$ cat config.mk
export PLATFORM = sky130hd
export DESIGN_NAME = alu_pipe
export DESIGN_NICKNAME = d
export VERILOG_FILES = /design/src/rtl/alu_pkg.sv /design/src/rtl/alu_core.sv /design/src/rtl/alu_pipe.sv
export SDC_FILE = /design/constraint.sdc
export NUM_CORES = 1
export LEC_CHECK = 0
export ABC_AREA = 1
export CORE_MARGIN = 2
export CORE_UTILIZATION = 25
export CTS_CLUSTER_SIZE = 10
export DETAILED_ROUTE_END_ITERATION = 12
export PLACE_DENSITY_LB_ADDON = 0.08
export SLEW_MARGIN = 20
export SYNTH_ARGS = -nofsm -noshare
export SYNTH_HDL_FRONTEND = slang
export SYNTH_SLANG_ARGS = --single-unit
$ cat constraint.sdc
create_clock -name clk -period 4.6 [get_ports clk]
set_input_delay 0.69 -clock clk [delete_from_list [all_inputs] [get_ports clk]]
set_output_delay 0.69 -clock clk [all_outputs]
set_load 0.02 [all_outputs]
$ cat src/rtl/alu_pkg.sv
// ============================================================================
// Module : alu_pkg
// Brief  : Shared mode and function-select encodings for the pipelined ALU.
// Rev    : 1.0  initial release
// ============================================================================
`default_nettype none

package alu_pkg;

    localparam logic MODE_ARITH = 1'b0;
    localparam logic MODE_LOGIC = 1'b1;

    typedef enum logic [3:0] {
        SEL_0 = 4'h0, SEL_1 = 4'h1, SEL_2 = 4'h2, SEL_3 = 4'h3,
        SEL_4 = 4'h4, SEL_5 = 4'h5, SEL_6 = 4'h6, SEL_7 = 4'h7,
        SEL_8 = 4'h8, SEL_9 = 4'h9, SEL_A = 4'hA, SEL_B = 4'hB,
        SEL_C = 4'hC, SEL_D = 4'hD, SEL_E = 4'hE, SEL_F = 4'hF
    } alu_sel_e;

    // Common aliases: arithmetic A+B+cin, A+~B+cin (A-B with cin=1), logic A^B
    localparam alu_sel_e SEL_ADD = SEL_9;
    localparam alu_sel_e SEL_SUB = SEL_6;
    localparam alu_sel_e SEL_XOR = SEL_6;

endpackage

`default_nettype wire

$ cat src/rtl/alu_core.sv
// ============================================================================
// Module : alu_core
// Brief  : Combinational 74181-style function unit with true carry/overflow.
// Rev    : 1.0  initial release
// ============================================================================
`default_nettype none

module alu_core
    import alu_pkg::*;
#(
    parameter int WIDTH = 16
) (
    input  logic [WIDTH-1:0] a,
    input  logic [WIDTH-1:0] b,
    input  logic [3:0]       sel,
    input  logic             mode,
    input  logic             cin,
    output logic [WIDTH-1:0] result,
    output logic             carry,
    output logic             overflow
);

    logic [WIDTH-1:0] x;
    logic [WIDTH-1:0] y;
    logic [WIDTH-1:0] sum;
    logic             sum_carry;
    logic [WIDTH-1:0] logic_res;

    always_comb begin
        x = '0;
        y = '0;
        case (sel)
            SEL_0: begin x = a;        y = '0;       end
            SEL_1: begin x = a | b;    y = '0;       end
            SEL_2: begin x = a | ~b;   y = '0;       end
            SEL_3: begin x = '0;       y = '1;       end
            SEL_4: begin x = a;        y = a & ~b;   end
            SEL_5: begin x = a | b;    y = a & ~b;   end
            SEL_6: begin x = a;        y = ~b;       end
            SEL_7: begin x = a & ~b;   y = '1;       end
            SEL_8: begin x = a;        y = a & b;    end
            SEL_9: begin x = a;        y = b;        end
            SEL_A: begin x = a | ~b;   y = a & b;    end
            SEL_B: begin x = a & b;    y = '1;       end
            SEL_C: begin x = a;        y = a;        end
            SEL_D: begin x = a | b;    y = a;        end
            SEL_E: begin x = a | ~b;   y = a;        end
            default: begin x = a;      y = '1;       end
        endcase
        {sum_carry, sum} = {1'b0, x} + {1'b0, y} + {{WIDTH{1'b0}}, cin};
    end

    always_comb begin
        logic_res = '0;
        case (sel)
            SEL_0: logic_res = ~a;
            SEL_1: logic_res = ~(a | b);
            SEL_2: logic_res = ~a & b;
            SEL_3: logic_res = '0;
            SEL_4: logic_res = ~(a & b);
            SEL_5: logic_res = ~b;
            SEL_6: logic_res = a ^ b;
            SEL_7: logic_res = a & ~b;
            SEL_8: logic_res = ~a | b;
            SEL_9: logic_res = ~(a ^ b);
            SEL_A: logic_res = b;
            SEL_B: logic_res = a & b;
            SEL_C: logic_res = '1;
            SEL_D: logic_res = a | ~b;
            SEL_E: logic_res = a | b;
            default: logic_res = a;
        endcase
    end

    always_comb begin
        result   = (mode == MODE_LOGIC) ? logic_res : sum;
        carry    = (mode == MODE_ARITH) & sum_carry;
        // Signed overflow: like-signed addends producing a result of the other sign
        overflow = (mode == MODE_ARITH) & (x[WIDTH-1] == y[WIDTH-1])
                   & (sum[WIDTH-1] != x[WIDTH-1]);
    end

endmodule

`default_nettype wire

$ cat src/rtl/alu_pipe.sv
// ============================================================================
// Module : alu_pipe
// Brief  : Two-stage valid/ready pipelined ALU with chained carry flag.
// Rev    : 1.0  initial release
// ============================================================================
`default_nettype none

module alu_pipe
    import alu_pkg::*;
#(
    parameter int   WIDTH      = 16,
    parameter logic CFLAG_INIT = 1'b0
) (
    input  logic             clk,
    input  logic             rst,
    input  logic             in_valid,
    output logic             in_ready,
    input  logic [WIDTH-1:0] in_a,
    input  logic [WIDTH-1:0] in_b,
    input  logic [3:0]       select,
    input  logic             mode,
    input  logic             carry_in,
    input  logic             use_cflag,
    output logic             out_valid,
    input  logic             out_ready,
    output logic [WIDTH-1:0] alu_out,
    output logic             carry_out,
    output logic             overflow,
    output logic             zero,
    output logic             negative,
    output logic             compare,
    output logic             cflag
);

    logic             en;
    logic             v1_q, v1_d;
    logic [WIDTH-1:0] a1_q, a1_d;
    logic [WIDTH-1:0] b1_q, b1_d;
    logic [3:0]       sel1_q, sel1_d;
    logic             mode1_q, mode1_d;
    logic             cin1_q, cin1_d;
    logic             ucf1_q, ucf1_d;

    logic             out_valid_q, out_valid_d;
    logic [WIDTH-1:0] res_q, res_d;
    logic             co_q, co_d;
    logic             ovf_q, ovf_d;
    logic             zero_q, zero_d;
    logic             neg_q, neg_d;
    logic             cmp_q, cmp_d;
    logic             cflag_q, cflag_d;

    logic [WIDTH-1:0] core_res;
    logic             core_carry;
    logic             core_ovf;

    assign en       = !out_valid_q | out_ready;
    assign in_ready = en;

    // Carry-in is resolved at compute time so a chained op sees the flag its predecessor just wrote
    alu_core #(.WIDTH(WIDTH)) u_core (
        .a        (a1_q),
        .b        (b1_q),
        .sel      (sel1_q),
        .mode     (mode1_q),
        .cin      (ucf1_q ? cflag_q : cin1_q),
        .result   (core_res),
        .carry    (core_carry),
        .overflow (core_ovf)
    );

    always_comb begin
        v1_d        = v1_q;
        a1_d        = a1_q;
        b1_d        = b1_q;
        sel1_d      = sel1_q;
        mode1_d     = mode1_q;
        cin1_d      = cin1_q;
        ucf1_d      = ucf1_q;
        out_valid_d = out_valid_q;
        res_d       = res_q;
        co_d        = co_q;
        ovf_d       = ovf_q;
        zero_d      = zero_q;
        neg_d       = neg_q;
        cmp_d       = cmp_q;
        cflag_d     = cflag_q;
        if (en) begin
            v1_d        = in_valid;
            a1_d        = in_a;
            b1_d        = in_b;
            sel1_d      = select;
            mode1_d     = mode;
            cin1_d      = carry_in;
            ucf1_d      = use_cflag;
            out_valid_d = v1_q;
            if (v1_q) begin
                res_d  = core_res;
                co_d   = core_carry;
                ovf_d  = core_ovf;
                zero_d = (core_res == '0);
                neg_d  = core_res[WIDTH-1];
                cmp_d  = (a1_q == b1_q);
                if (mode1_q == MODE_ARITH) begin
                    cflag_d = core_carry;
                end
            end
        end
    end

    always_ff @(posedge clk) begin
        if (!rst) begin
            v1_q        <= 1'b0;
            a1_q        <= '0;
            b1_q        <= '0;
            sel1_q      <= '0;
            mode1_q     <= 1'b0;
            cin1_q      <= 1'b0;
            ucf1_q      <= 1'b0;
            out_valid_q <= 1'b0;
            res_q       <= '0;
            co_q        <= 1'b0;
            ovf_q       <= 1'b0;
            zero_q      <= 1'b0;
            neg_q       <= 1'b0;
            cmp_q       <= 1'b0;
            cflag_q     <= CFLAG_INIT;
        end else begin
            v1_q        <= v1_d;
            a1_q        <= a1_d;
            b1_q        <= b1_d;
            sel1_q      <= sel1_d;
            mode1_q     <= mode1_d;
            cin1_q      <= cin1_d;
            ucf1_q      <= ucf1_d;
            out_valid_q <= out_valid_d;
            res_q       <= res_d;
            co_q        <= co_d;
            ovf_q       <= ovf_d;
            zero_q      <= zero_d;
            neg_q       <= neg_d;
            cmp_q       <= cmp_d;
            cflag_q     <= cflag_d;
        end
    end

    assign out_valid = out_valid_q;
    assign alu_out   = res_q;
    assign carry_out = co_q;
    assign overflow  = ovf_q;
    assign zero      = zero_q;
    assign negative  = neg_q;
    assign compare   = cmp_q;
    assign cflag     = cflag_q;

endmodule

`default_nettype wire
Figure 1. The metal 4 layer (run 1).
The bar under the picture is 50 µm long.
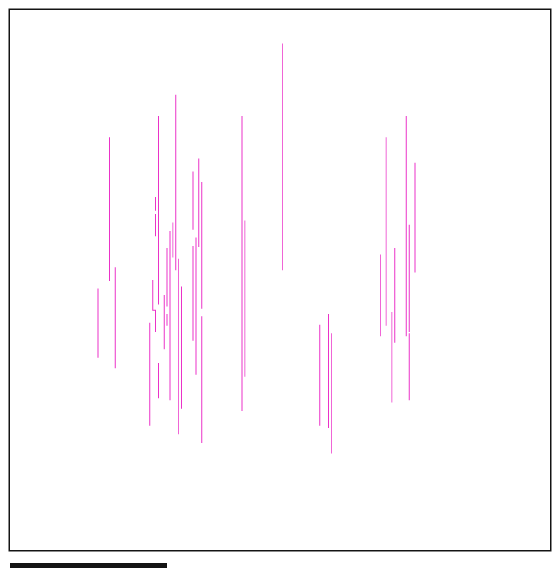
longest straight run: 93.8 µm
share of all routed wire: 4.1%
wire length on this layer: 1310 µm

Figure 2. Routing congestion map (run 1).
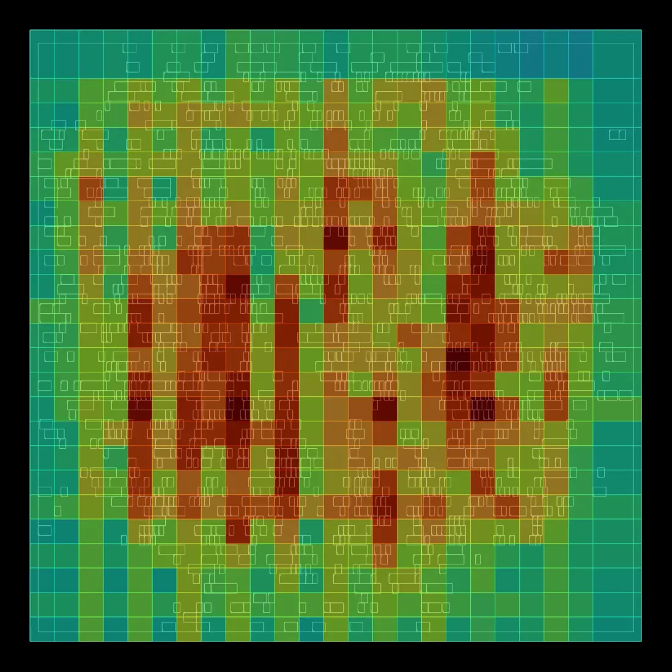
routing usage on met2: 34.7%
Finished Core Util: 30.8%
GRT Util Overall: 21.9%
gr busiest metal: met2

==> reports/metrics.csv, run 1 <==
stage,metric,value,unit
detailed_routing,total length of routed met3 wires,1.70,mm
pwr,leakage,4.16,nW
sta,Final setup viols,0,
run,tool warnings,74,
detailed_routing,first-pass detailed-route iteration total,7,
synthesis,# Cells Yosys,1251,
worst_setup_path,Crit. path cell count,19,
cells_and_area,nonclk inv count,182,
run_status,status,"finished, final reports clean",
synthesis,"EDFF count, synth",0,
synthesis,main logic family after synthesis,simple AND/OR/NAND/NOR gates,
detailed_routing,Via density,4.84,
synthesis,Commonest cells post-synth,"nand2_1, inv_1, nor2_1",
pwr,Sw Share,40.7,%
min_path,Hold Crit Depth,2,
global_route,met1 Track Usage GR,28.6,%
synthesis,average footprint of a synthesized cell,5.66,µm²
run,max_cap viols,0,
worst_setup_path,CP max-delay cell,fa_1,
sta,Setup TNS Final,0,ns
clock_tree,clk root buf,clkbuf_16,
worst_setup_path,Crit path top cell by count,nand2_1,
global_route,initial antenna violation count,1,
detailed_routing,DRC errors left,0,
cells_and_area,Top class by area,combinational gates,
cells_and_area,"Design Area, Final",0.00858,mm²
synthesis,YS warnings,0,
clock_tree,TritonCTS clock tree,yes,
cells_and_area,number of fill cells,3210,
worst_setup_path,crit path launch,sel1_q[3],
synthesis,Mapped Cells,1251,
cells_and_area,most frequent logic cells in the routed design,"nand2_1, inv_1, nor2_1, a21oi_1, ha_1",
global_route,global-route wire length before repair,48.1,mm
min_path,Hold Crit Class,reg2reg,
worst_setup_path,worst r2r src,sel1_q[3],
floorplanning,Initial Util,25.4,%
cells_and_area,share of post-route cells with drive strength above 1,5.63,%
detailed_routing,via count,8199,
synthesis,"top cells, area","nand2_1, dfxtp_1, ha_1",
global_route,total gr overflow,0,
clock_tree,Worst-path clk slew,0.06,ns
synthesis,Post-synth regs,62,
cells_and_area,area delta synth->final,21.1,%
pwr,Sequential Power Share,26.7,%
worst_setup_path,crit path DRT,4.88,ns
sta,RSZ-0062 raised after global routing,no,
place,Inst Count DP,1676,
floorplanning,core area,0.0279,mm²
cells_and_area,ANT cells,1,
clock_tree,Post-CTS Setup Inserts,0,
floorplanning,Die Wd,172,µm
global_route,pin count of the biggest net entering global routing,54,
worst_setup_path,worst-path cell chain,nand2_2 > nand2_1 > o211ai_2 > nand2_1 > o21ai_0 > fa_1 > fa_1 > inv_1 > nand3_1 > nand3_1 > a21oi_1 > or2_2 > nand3_1 > nand2_1 > nor2_1 > nand2_1 > nor2_1 > nand2_1 > a21oi_1,
worst_setup_path,CP top delay family,simple AND/OR/NAND/NOR gates,
place,hpwl dp,23.7,mm
place,dpl ws,0.821,ns
cells_and_area,registers,62,
detailed_routing,routed length per placed instance,18.7,µm
min_path,hold_sp,overflow,
worst_setup_path,WP buf/inv,1,
pwr,Power Density,275,mW/mm²
worst_setup_path,Crit Path Max Fanout,15,
pwr,clock share of power,33.7,%
floorplanning,Ports,67,
sta,worst hold slack,0.474,ns
sta,slew margin rel.,18.5,%
sta,final slew viol count,0,
worst_setup_path,WP data arrival,4.11,ns
synthesis,Netlist cell types,35,
synthesis,YS chip area,0.00709,mm²
clock_tree,number of CTS-inserted buffers,9,
global_route,vias in the first global route,8039,
sta,Worst-Margin Slew,1.22,ns
cells_and_area,FF/Latch Area,0.00124,mm²
global_route,met3 Use GR,3.87,%
worst_setup_path,critical path type,reg2reg,
pwr,Int Power,1.40,mW
place,final RePlAce weighted congestion,0.942,
cells_and_area,final net count,1433,
worst_setup_path,Worst setup SP type,flop,
pwr,switching power,0.958,mW
cells_and_area,count of multi-input gates,961,
synthesis,ys flop type,dfxtp_1,
pwr,total power,2.36,mW
cells_and_area,non-filler cells in the finished layout,1693,
detailed_routing,final wirelength,31.6,mm
synthesis,Post-Syn Area,0.00709,mm²
cells_and_area,fraction of area in registers,14.5,%
cells_and_area,Signal buf overhead,10.0,%
synthesis,Synth mux share,0.141,%
detailed_routing,met1 WL,14.6,mm
cells_and_area,clock network contribution to total cell area,3.88,%
pwr,Combinational Power Share,39.6,%
synthesis,syn nets,1375,
clock_tree,hold_buf cts,0,
detailed_routing,met2 WL,14.0,mm
cells_and_area,most numerous logic cell after layout,nand2_1,
synthesis,Post-Synth Adder-Cell Area,14.5,%
worst_setup_path,nature of the critical path endpoint,flop,
sta,Fin. Hold Viols,0,
sta,post-route clock period utilization,83.3,%
detailed_routing,Final ANT Viol Nets,0,
cells_and_area,Comb area,0.00499,mm²
clock_tree,PostCTS Resize Cnt,0,
floorplanning,total die area,0.0297,mm²
synthesis,most frequent cell after synthesis,nand2_1,
clock_tree,Latency at later pin,0.36,ns
worst_setup_path,worst reg-to-reg path cell count,19,
Figure 3. Logic cells by family (run 1).
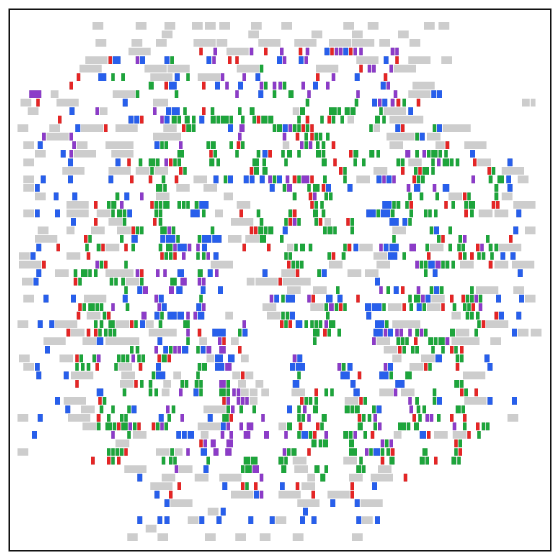
[purple] nor cells | cells: 173 | most used: nor2_1
[blue] aoi and oai cells | cells: 222 | most used: a21oi_1 | where: spread over the die
[red] inv cells | cells: 182 | most used: inv_1 | where: spread over the die
[green] nand cells | cells: 477 | most used: nand2_1

## run 1: worst paths after layout
kind,end,slack (ns)
setup / recovery,zero,0.77
hold / removal,overflow,0.47
setup reg to reg,zero,0.77
hold reg to reg,overflow,0.47
## run 1: sequential cells by signal, summed over array words and instances, names as in the netlist
signal and flops:
a1_q 16, alu_out 16, b1_q 16, sel1_q 4, carry_out 1, cflag 1
cin1_q 1, compare 1, mode1_q 1, out_valid 1, overflow 1, ucf1_q 1
v1_q 1, zero 1
## run 1: power groups by stage
stage                     clock network, mW  registers [mW]  logic [mW]
after floorplan                           0           0.641       0.581
after global placement                    0           0.642       0.935
after detailed placement                  0           0.640       0.927
after CTS                             0.814           0.629       0.933
after global routing                  0.829           0.635        1.05
final                                 0.795           0.629       0.934
==> run 2: changes to the inputs <==
clock period = 3.07 ns   (was 4.6 ns; I/O delays follow)
Figure 4. The metal 4 layer (run 2).
The bar under the picture is 50 µm long.
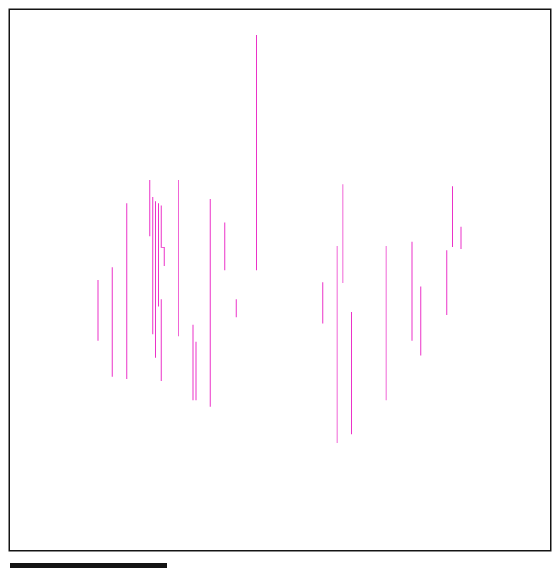
longest straight run: 74.8 µm
wire length on this layer: 846 µm
share of all routed wire: 2.6%

==> reports/metrics.csv, run 2 <==
stage,metric,value,unit
run_status,status,"finished, violations left",
run_status,violated checks,setup timing,
synthesis,YS chip area,0.00709,mm²
cells_and_area,count of multi-input gates,961,
worst_setup_path,crit path launch,sel1_q[2],
worst_setup_path,Crit path top cell by count,nand2_1,
synthesis,"EDFF count, synth",0,
clock_tree,TritonCTS clock tree,yes,
place,final RePlAce weighted congestion,0.937,
sta,post-route setup slack,-0.0239,ns
global_route,vias in the first global route,8667,
pwr,Sequential Power Share,22.7,%
synthesis,Post-synth regs,62,
run,tool warnings,75,
cells_and_area,most frequent logic cells in the routed design,"nand2_1, buf_4, inv_1, nor2_1, a21oi_1",
detailed_routing,DRC errors left,0,
synthesis,"top cells, area","nand2_1, dfxtp_1, ha_1",
floorplanning,Die Wd,172,µm
clock_tree,clk root buf,clkbuf_16,
worst_setup_path,nature of the critical path endpoint,flop,
detailed_routing,first-pass detailed-route iteration total,5,
min_path,hold endpoint,overflow,
pwr,Pwr top,combinational cells,
floorplanning,total die area,0.0297,mm²
cells_and_area,share of post-route cells with drive strength above 1,21.9,%
sta,Worst-Margin Slew,0.986,ns
worst_setup_path,worst reg-to-reg path cell count,22,
min_path,hold_sp,overflow,
clock_tree,Worst-path clk slew,0.07,ns
worst_setup_path,worst-path cell chain,nand2_2 > inv_2 > o211ai_4 > buf_6 > buf_4 > nor2_1 > a21oi_1 > ha_1 > buf_4 > nand2_1 > inv_1 > nand2_1 > nand2_1 > a21oi_2 > nand3b_1 > nand3_1 > nand2_1 > nor2_1 > nand2_1 > nor2_1 > nand2_1 > a21oi_2,
worst_setup_path,crit path capture,zero,
clock_tree,Latency at later pin,0.36,ns
worst_setup_path,Crit Path Max Fanout,8,
detailed_routing,Final ANT Viol Nets,0,
cells_and_area,area delta synth->final,45.5,%
sta,Final setup viols,1,
clock_tree,hold_buf cts,0,
global_route,total gr overflow,0,
floorplanning,Ports,67,
global_route,routing usage on met2,39.4,%
worst_setup_path,CP max-delay cell,dfxtp_4,
global_route,global-route wire length before repair,50.1,mm
cells_and_area,final net count,1587,
global_route,GRT Util Overall,22.4,%
cells_and_area,FF/Latch Area,0.00126,mm²
worst_setup_path,Worst setup SP type,flop,
sta,RSZ-0062 raised after global routing,yes,
pwr,leakage,5.05,nW
global_route,met3 Use GR,2.75,%
cells_and_area,registers,62,
global_route,met1 Track Usage GR,28.7,%
synthesis,ys flop type,dfxtp_1,
worst_setup_path,WP data arrival,3.36,ns
synthesis,Post-Syn Area,0.00709,mm²
cells_and_area,Finished Core Util,37.0,%
detailed_routing,via count,8754,
synthesis,Mapped Cells,1251,
global_route,gr busiest metal,met2,
sta,post-route clock period utilization,101,%
global_route,pin count of the biggest net entering global routing,78,
sta,Fin. Hold Viols,0,
pwr,P_comb,1.92,mW
global_route,initial antenna violation count,0,
sta,final slew viol count,0,
clock_tree,number of CTS-inserted buffers,9,
floorplanning,core area,0.0279,mm²
detailed_routing,final wirelength,32.4,mm
sta,slew margin rel.,34.0,%
detailed_routing,met1 WL,14.7,mm
worst_setup_path,reg-to-reg setup timing slack,-0.02,ns
pwr,Clk. pwr,1.21,mW
synthesis,average footprint of a synthesized cell,5.66,µm²
pwr,clock share of power,29.9,%
cells_and_area,Comb area,0.00543,mm²
detailed_routing,met2 WL,15.5,mm
run,max_cap viols,0,
detailed_routing,Via density,4.74,
synthesis,syn nets,1375,
cells_and_area,Signal buf overhead,20.6,%
worst_setup_path,worst r2r src,sel1_q[2],
pwr,Power Density,393,mW/mm²
cells_and_area,most numerous logic cell after layout,nand2_1,
place,hpwl dp,24.8,mm
synthesis,most frequent cell after synthesis,nand2_1,
synthesis,YS warnings,0,
pwr,total power,4.05,mW
Figure 5. Wiring by layer (run 2).
Only two layers are drawn.
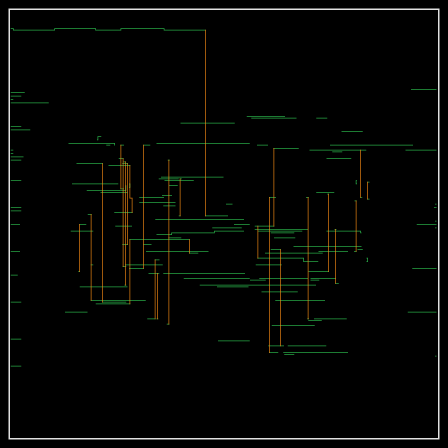
[green] metal 3 | wire length: 1370 µm
[orange] metal 4 | wire length: 846 µm

[run 2: per-stage QoR]
step	TNS [ns]	hold slack [ns]	instance area (µm²)
floorplan	0	0.450	7150
global placement	-0.220	0.461	9370
detailed placement	-0.280	0.460	9370
CTS	0	0.470	9970
global route	-0.494	0.512	10300
finish	-0.0239	0.467	10300
[run 2: kinds of logic after synthesis]
| group | synth area share [%] |
|---|---|
| AOI/OAI and AO/OA | 17.6 |
| muxes | 0.141 |
| xor gates and xnor gates | 0.124 |
| DFF | 17.5 |
| buffers and inverters | 12.4 |
| adders and majority gates | 14.5 |
| and+or+nand+nor | 37.7 |
[run 2: critical path: cells and delay by family (launching register included)]
family | cells | cell delay, ns
fa+ha+maj | 1 | 0.27
simple gates | 12 | 1.03
buf+inv | 5 | 0.64
compound gates | 4 | 0.68
flops | 1 | 0.38
No activity file was given, so power comes from the tool's default toggle rates.
